--- src/rtl/mux_nto1_rr.sv ---
// Registered N-to-1 stream multiplexer with valid/ready handshake.
// Selection is either a fixed external index or round-robin starting after the last grant.
module mux_nto1_rr #(
  parameter int  WIDTH    = 8,
  parameter int  CHANNELS = 8,
  localparam int SEL_W    = $clog2(CHANNELS)
) (
  input  logic                      clk,
  input  logic                      rst,
  input  logic [CHANNELS*WIDTH-1:0] in_data,
  input  logic [CHANNELS-1:0]       in_valid,
  output logic [CHANNELS-1:0]       in_ready,
  input  logic                      mode,
  input  logic [SEL_W-1:0]          sel,
  output logic [WIDTH-1:0]          out_data,
  output logic [SEL_W-1:0]          out_chan,
  output logic                      out_valid,
  input  logic                      out_ready
);

  logic [SEL_W-1:0] ptr_p0;
  logic [SEL_W-1:0] gnt;
  logic             gv;
  logic             load;
  logic [WIDTH-1:0] gnt_data;
  logic [WIDTH-1:0] data_p0;
  logic [SEL_W-1:0] chan_p0;
  logic             vld_p0;

  assign load = ~vld_p0 | out_ready;

  // Round-robin: lowest valid index above ptr wins; otherwise wrap to lowest valid overall.
  always_comb begin
    gnt = '0;
    gv  = 1'b0;
    if (!mode) begin
      gnt = sel;
      for (int i = 0; i < CHANNELS; i++)
        if (sel == SEL_W'(i)) gv = in_valid[i];
    end else begin
      gv = |in_valid;
      for (int i = CHANNELS - 1; i >= 0; i--)
        if (in_valid[i]) gnt = SEL_W'(i);
      for (int i = CHANNELS - 1; i >= 0; i--)
        if (in_valid[i] && (SEL_W'(i) > ptr_p0)) gnt = SEL_W'(i);
    end
  end

  always_comb begin
    gnt_data = '0;
    in_ready = '0;
    for (int i = 0; i < CHANNELS; i++) begin
      if (gnt == SEL_W'(i)) begin
        gnt_data    = in_data[i*WIDTH +: WIDTH];
        in_ready[i] = load & gv & ~rst;
      end
    end
  end

  // Output register stage
  always_ff @(posedge clk) begin
    if (rst) begin
      vld_p0  <= 1'b0;
      data_p0 <= '0;
      chan_p0 <= '0;
      ptr_p0  <= SEL_W'(CHANNELS - 1);
    end else if (load) begin
      if (gv) begin
        vld_p0  <= 1'b1;
        data_p0 <= gnt_data;
        chan_p0 <= gnt;
        ptr_p0  <= gnt;
      end else begin
        vld_p0  <= 1'b0;
      end
    end
  end

  assign out_data  = data_p0;
  assign out_chan  = chan_p0;
  assign out_valid = vld_p0;

endmodule
--- config.mk ---
export PLATFORM = sky130hd
export DESIGN_NAME = mux_nto1_rr
export DESIGN_NICKNAME = d
export VERILOG_FILES = /design/src/rtl/mux_nto1_rr.sv
export SDC_FILE = /design/constraint.sdc
export NUM_CORES = 1
export LEC_CHECK = 0
export ABC_AREA = 1
export ABC_CLOCK_PERIOD_IN_PS = 5500
export CAP_MARGIN = 0
export CORE_UTILIZATION = 40
export DETAILED_ROUTE_END_ITERATION = 12
export PLACE_DENSITY_LB_ADDON = 0.05
export SYNTH_ARGS = -nofsm -noshare
export SYNTH_HDL_FRONTEND = slang
export SYNTH_SLANG_ARGS = --single-unit
--- constraint.sdc ---
create_clock -name clk -period 5.5 [get_ports clk]
set_input_delay 1.375 -clock clk [delete_from_list [all_inputs] [get_ports clk]]
set_output_delay 1.375 -clock clk [all_outputs]
set_load 0.01 [all_outputs]
run_1/port_nets.png
The bar under the picture is 20 um long.
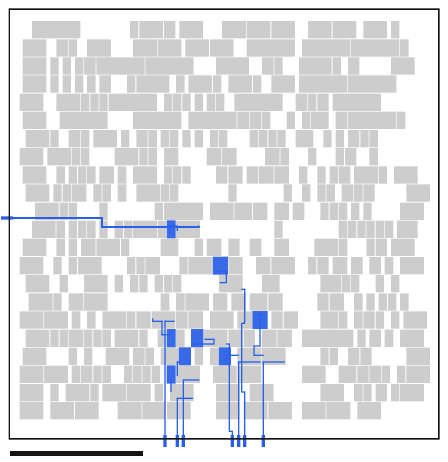
`in_ready`: marked blue, bits 8, direction output, end cells 8, buffers 8, wire 165 um.
port bufs: 98
io pins: 99

run_1/metal_stack.png
Two of the layers only.
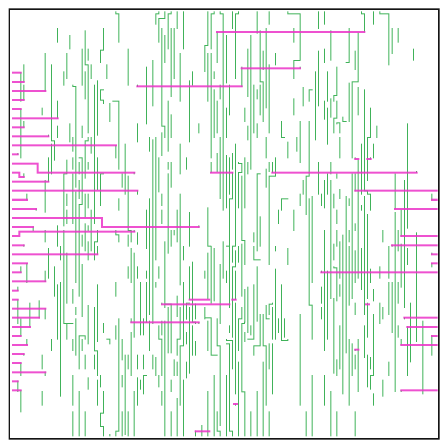
met2: marked green, wire length 2500 um. met3: marked magenta, wire length 358 um.
final wirelength: 5070 um
DR WL/cell: 11.7 um
gr usage total: 0.250
vias: 2142

run_1/final_congestion.png
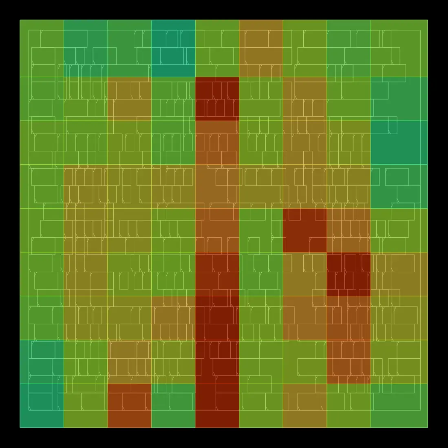
GR Layer Usage met2: 0.453
routing usage on met1: 0.292
utilization after layout: 0.708
met3 Resource Use GR: 0.0661
most used routing layer: met2

run_1/registers.png
The bar under the picture is 20 um long.
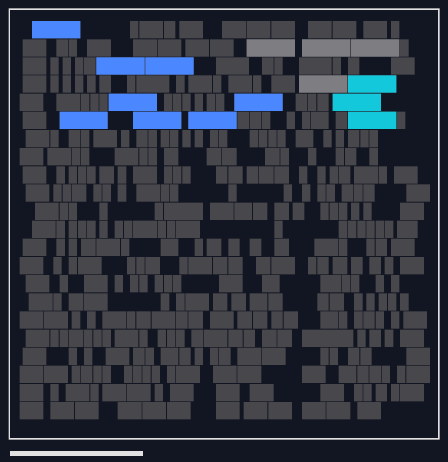
`out_data`: marked blue, flops 8. `ptr_p0`: marked cyan, flops 3.
Seq/total area: 0.115
Reg area: 300 um2
sequential power: 0.000136 W

## run 1: tightest hold or removal path, stage by stage, from the launching register on
cell	delay (ns)
dfxtp_1	0.31
nand2_1	0.06
a21oi_1	0.05
## run 1: report_power, final
group,total (W),internal (W),switching [W]
registers,0.000136,0.000125,0.0000103
logic,0.000279,0.000134,0.000145
clock network,0.0000855,0.0000511,0.0000343
## run 1: cell families after synthesis
kind of cell,count (synthesis),synth area share
AOI/OAI and AO/OA,30,0.118
buffers and inverters,54,0.145
DFF,15,0.194
and+or+nand+nor,191,0.543
## run 1: repair_timing
action | in CTS | in global routing
hold endpoints to repair | 0 | 0
hold buffers | 0 | 0
gates resized | 0 | 1
setup endpoints to repair | 0 | 4
==> Slide: Implementation Results, run 1 <==
Flow Results at a Glance

Final layout
  – Comb gates: 221
  – Most numerous logic cell after layout: clkdlybuf4s50_1
  – Leading cell kind: buffers
  – Clock buffer cells: 4
  – Max reg flops: 8
  – FILL cells: 362
  – Comb area share: 0.392
  – Top Layout Cells: clkdlybuf4s50_1, nand2_1, nor2_1
  – Share of cells above drive strength 1: 0.0492
  – Comb area: ~1000 um2
  – Seq cells: 15
  – Area grow syn2layout: 69.1%

Global route
  – Vias in the first global route: 1934
  – First-pass GRT wire length: 8140 um
  – Initial antenna violation count: 0
  – Largest net degree at the start of global routing: 21

Routing
  – DRT met1 WL: 2130 um
  – WL met2: 2500 um
  – Met3 WL post-DR: 358 um
  – Drt pass-1 iters: 4
  – Iter 0 DRT Violations: 78
  – Avg Vias per Cell: 4.94
  – DRC: 0

Setup path
  – WP data required: 4.12 ns
  – Worst EP arrival: 3.84 ns
  – Nature of the critical path startpoint: input pin
  – Last element of the critical path: in_ready[5]
  – Crit path largest cell delay: 0.59 ns
  – Critical path capture point type: primary output
  – Critical R2R Launch: ptr_p0[2]
  – CP cell instances: clkdlybuf4s50_1, inv_1, nand2_1, nand3_1, nand3_1, a31oi_1, o21ai_1, a22oi_4, inv_2, nor4_1, clkdlybuf4s50_1
  – FF-to-FF setup slack: 2.97 ns
  – Delay-heaviest family, CP: buffers and inverters
  – R2R depth: 12
  – Setup CP Type: in2out
  – Crit Reg-Reg Endpoint: out_data[6]

Synth
  – YS warnings: 0
  – Ys cells: 290
  – EDFF count, synth: 0
  – Synthesis area per yosys: 1550 um2
  – Yosys reg bits: 15
  – Synth top area share: 0.216
  – Post-Syn Area: 1550 um2
  – Avg Inst Size Synth: 5.33 um2
  – Dominant flop cell: dfxtp_1
  – Synth Seq Share: 0.194
  – Post-Syn Nets: 369
  – Ys async rst share: 0
  – Top cells, area: nand2_1, dfxtp_1, nor2_1, nand4_1, inv_1

Placed design
  – Hpwl dp: 4130 um
  – Cell count after placement: 430
  – Cell Area, Placed: 2560 um2
  – Routability cong.: ~0.9
  – Dpl ws: between 0.2 and 0.25 ns

CTS
  – TritonCTS Buffers: 3
  – Clock Sink Count: 15
  – Post-CTS Setup Inserts: 0
  – Late-Pin Clk Latency: approximately 0.24 ns

Status
  – Status: complete, no violations

Timing
  – Final Hold Vio Count: 0
  – Clock Skews: a little over 0.003 ns
  – Tcrit/Tclk final: 0.949
  – Post-route setup TNS: 0 ns
  – RSZ-0062 raised after global routing: false
  – Slew Limit Fails: 0
  – Setup ws final: 0.282 ns

Floorplan
  – Core area: about 3700 um2
  – Die X: 64.2 um
  – Die y size: about 64 um
  – Cell Rows: 22
  – Floorplan Utilization: 0.419

Min path
  – Critical hold path startpoint: out_data[0]
  – WHS Endpoint: out_data[0]
  – Hold depth: 2
  – Worst min path class: reg2reg

Power and ir drop
  – PwrDens: 192 nW/um2

Job
  – Log Warnings: 26
run_1/met1.png
The bar under the picture is 20 um long. Supply wires on this layer in grey. Cells faint in the background.
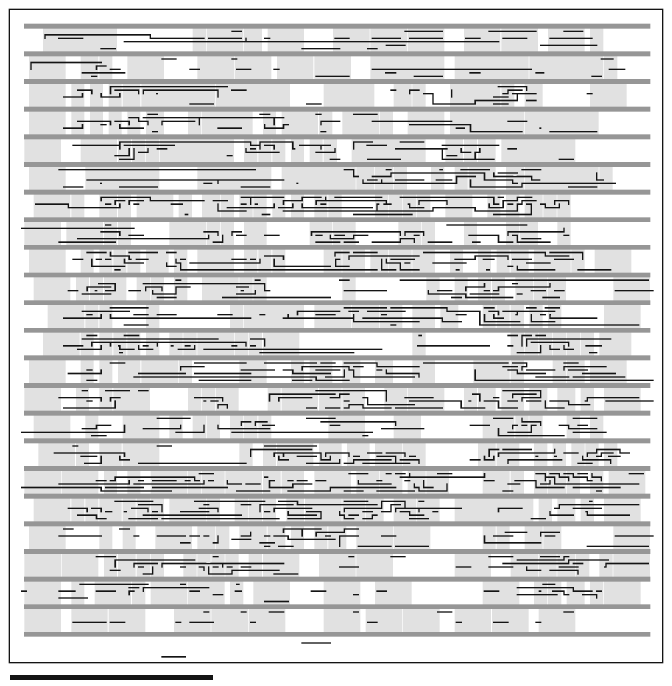

==> run 2, diff against run 1 <==
- PLACE_DENSITY: not set -> 0.87
- PLACE_DENSITY_LB_ADDON: 0.05 -> not set
run_2/met1.png
The bar under the picture is 20 um long. Supply wires on this layer in grey. Cells faint in the background.
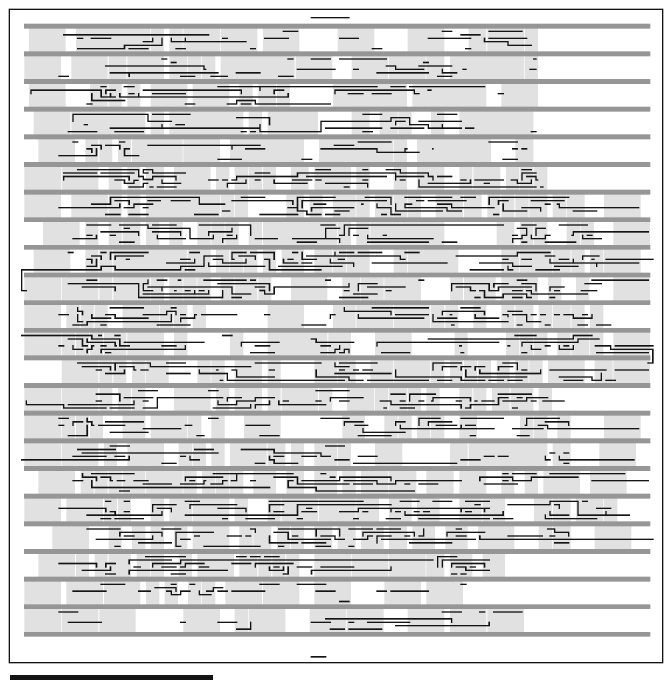
The wires run mostly horizontal. 412 nets have wire on it. The longest straight run is 24.8 um. The layer carries 2210 um of wire. The layer holds 41% of the routed length.
vias: 2194
routing usage on met1: 0.306
final wirelength: 5330 um

==> run 2 against run 1 <==
  * Flip-flop count stayed put
  * Synthesized area stayed put
  * Register-to-register slack better by 0.14 ns
  * Routed wire length is 5.2% higher
  * Power is 1.8% higher
  * Worst hold slack worse by 0.0016 ns
  * Critical path depth is 9 higher
  * Count of clock-buffer cells in the layout stayed put
  * Combinational power is 2% higher
  * Largest cell class unchanged
  * Cell count is 0.69% higher
==> Slide: Implementation Results, run 2 <==
Flow Results at a Glance

CTS
  – Post-cts hold buffer count: 0 (unchanged)
  – Clock Sink Count: 15 (unchanged)
  – Post-CTS Setup Inserts: 0 (unchanged)
  – Post-CTS sizing: 0 (unchanged)
  – H-tree depth: 1
  – TritonCTS Buffers: 3 (unchanged)
  – Late-Pin Clk Latency: 0.25 ns (about the same)

Setup path
  – CP cell instances: clkdlybuf4s50_1, nand2_1, nand2_1, nand2_1, nand2_1, nand2_1, nand2_1, nand2_1, nand2_1, nand2_1, nand2_1, nand2_1, nand2_1, nand2_1, nand2_1, nand2_1, nor2_1, nand2_1, nor2_1, clkdlybuf4s50_1
  – FF-to-FF setup slack: 3.11 ns (+0.14 ns)
  – R2R depth: 15 (+3)
  – Crit Reg-Reg Endpoint: out_data[5]
  – Bufs and invs on worst path: 2
  – Critical R2R Launch: ptr_p0[2]
  – Delay-heaviest family, CP: simple AND/OR/NAND/NOR gates
  – Nature of the critical path startpoint: input pin
  – Critical Path Fanout Max: 9
  – Worst EP arrival: 3.76 ns (-0.08 ns)
  – Crit path largest cell delay: 0.56 ns (-0.03 ns)
  – WP data required: 4.12 ns (about the same)

Final layout
  – Seq/total area: 0.114 (-0.000874)
  – Max reg flops: 8 (unchanged)
  – Share of cells above drive strength 1: 0.0540 (+0.00476)
  – Utilization after layout: 0.714 (+0.00543)
  – Leading cell kind: buffers
  – Comb gates: 221 (unchanged)
  – Seq cells: 15 (unchanged)
  – FILL cells: 343 (-5.2%)
  – Area grow syn2layout: 70.4%
  – Comb area share: 0.388 (-0.00393)
  – Most numerous logic cell after layout: clkdlybuf4s50_1
  – Clock buffer cells: 4 (unchanged)

Min path
  – Worst min path class: reg2reg
  – Critical hold path startpoint: out_data[2]
  – WHS Endpoint: out_data[2]
  – Hold depth: 2 (unchanged)

Synth
  – Dominant flop cell: dfxtp_1
  – Synth Seq Share: 0.194 (unchanged)
  – Compound Share, Synth: 0.118 (unchanged)
  – Post-Synth XOR/XNOR Area: 0 (unchanged)
  – Avg Inst Size Synth: 5.33 um2 (unchanged)
  – Synth top cell by count: nand2_1
  – Post-Syn Nets: 369 (unchanged)
  – Post-Syn Area: 1550 um2 (unchanged)
  – Top cells, area: nand2_1, dfxtp_1, nor2_1, nand4_1, inv_1
  – Ys async rst share: 0 (unchanged)
  – Comb area leader: simple AND/OR/NAND/NOR gates
  – Mux share: 0 (unchanged)
  – Synthesized-area fraction occupied by adder cells: 0 (unchanged)
  – YS warnings: 0 (unchanged)
  – Basic Gates by Area: 0.543 (unchanged)
  – Synthesis area per yosys: 1550 um2 (unchanged)
  – Synth top area share: 0.216 (unchanged)
  – Ys cells: 290 (unchanged)
  – Yosys reg bits: 15 (unchanged)

Floorplan
  – Floorplan Utilization: 0.419 (unchanged)
  – Io pins: 99 (unchanged)
  – Cell Rows: 22 (unchanged)
  – Die X: 64.2 um (unchanged)
  – Die y size: 64.2 um (unchanged)

Routing
  – Avg Vias per Cell: 5.02 (+1.7%)
  – ANT nets after route: 0
  – Met3 WL post-DR: 455 um (+27%)
  – WL met2: 2600 um (+4.2%)
  – Drt pass-1 iters: 4 (unchanged)
  – Iter 0 DRT Violations: 128 (+64%)
  – DR WL/cell: 12.2 um (+4.5%)

Global route
  – Gr usage total: 0.262 (+0.0128)
  – GR Layer Usage met2: 0.487 (+0.0332)
  – First-pass GRT wire length: 8500 um (+4.4%)
  – Met3 Resource Use GR: 0.0607 (-0.00536)
  – Initial antenna violation count: 0 (unchanged)
  – Largest net degree at the start of global routing: 21 (unchanged)
  – Vias in the first global route: 1986 (+2.7%)
  – Most used routing layer: met2

Timing
  – Tcrit/Tclk final: 0.934 (-0.0150)
  – Setup ws final: 0.364 ns (+0.0825 ns)
  – Slew Limit Fails: 0 (unchanged)
  – Final Hold Vio Count: 0 (unchanged)
  – Post-route setup TNS: 0 ns (unchanged)
  – Clock Skews: 0.00209 ns (-0.00102 ns)
  – RSZ-0062 raised after global routing: false

Placed design
  – Routability cong.: 0.998 (+13%)
  – Dpl ws: 0.402 ns (+0.168 ns)
  – Cell count after placement: 433 (+0.70%)
  – Hpwl dp: 4330 um (+5.1%)
  – Cell Area, Placed: 2590 um2 (+0.88%)

Status
  – Status: complete, no violations

Job
  – Log Warnings: 26 (unchanged)
## run 2: cell counts after synthesis
No cell type changed its count.
## run 2: worst max-delay path by stage
| stage | depth (start not counted) | startpoint | to |
|---|---|---|---|
| 5_1_grt | 21 | in_valid[6] | in_ready[7] |
| 3_5_place_dp | 20 | in_valid[6] | in_ready[4] |
| 3_3_place_gp | 20 | in_valid[7] | in_ready[7] |
| 6_report | 20 | in_valid[7] | in_ready[7] |
| 4_1_cts | 20 | in_valid[7] | in_ready[7] |
| 2_1_floorplan | 8 | in_valid[1] | in_ready[5] |
## run 2: where the power goes
| part | total [W] | internal [W] | switching, W |
|---|---|---|---|
| registers | 0.000136 | 0.000125 | 0.0000109 |
| clock network | 0.0000895 | 0.0000514 | 0.0000381 |
| logic | 0.000284 | 0.000138 | 0.000146 |
Power and IR drop assume default switching activity.
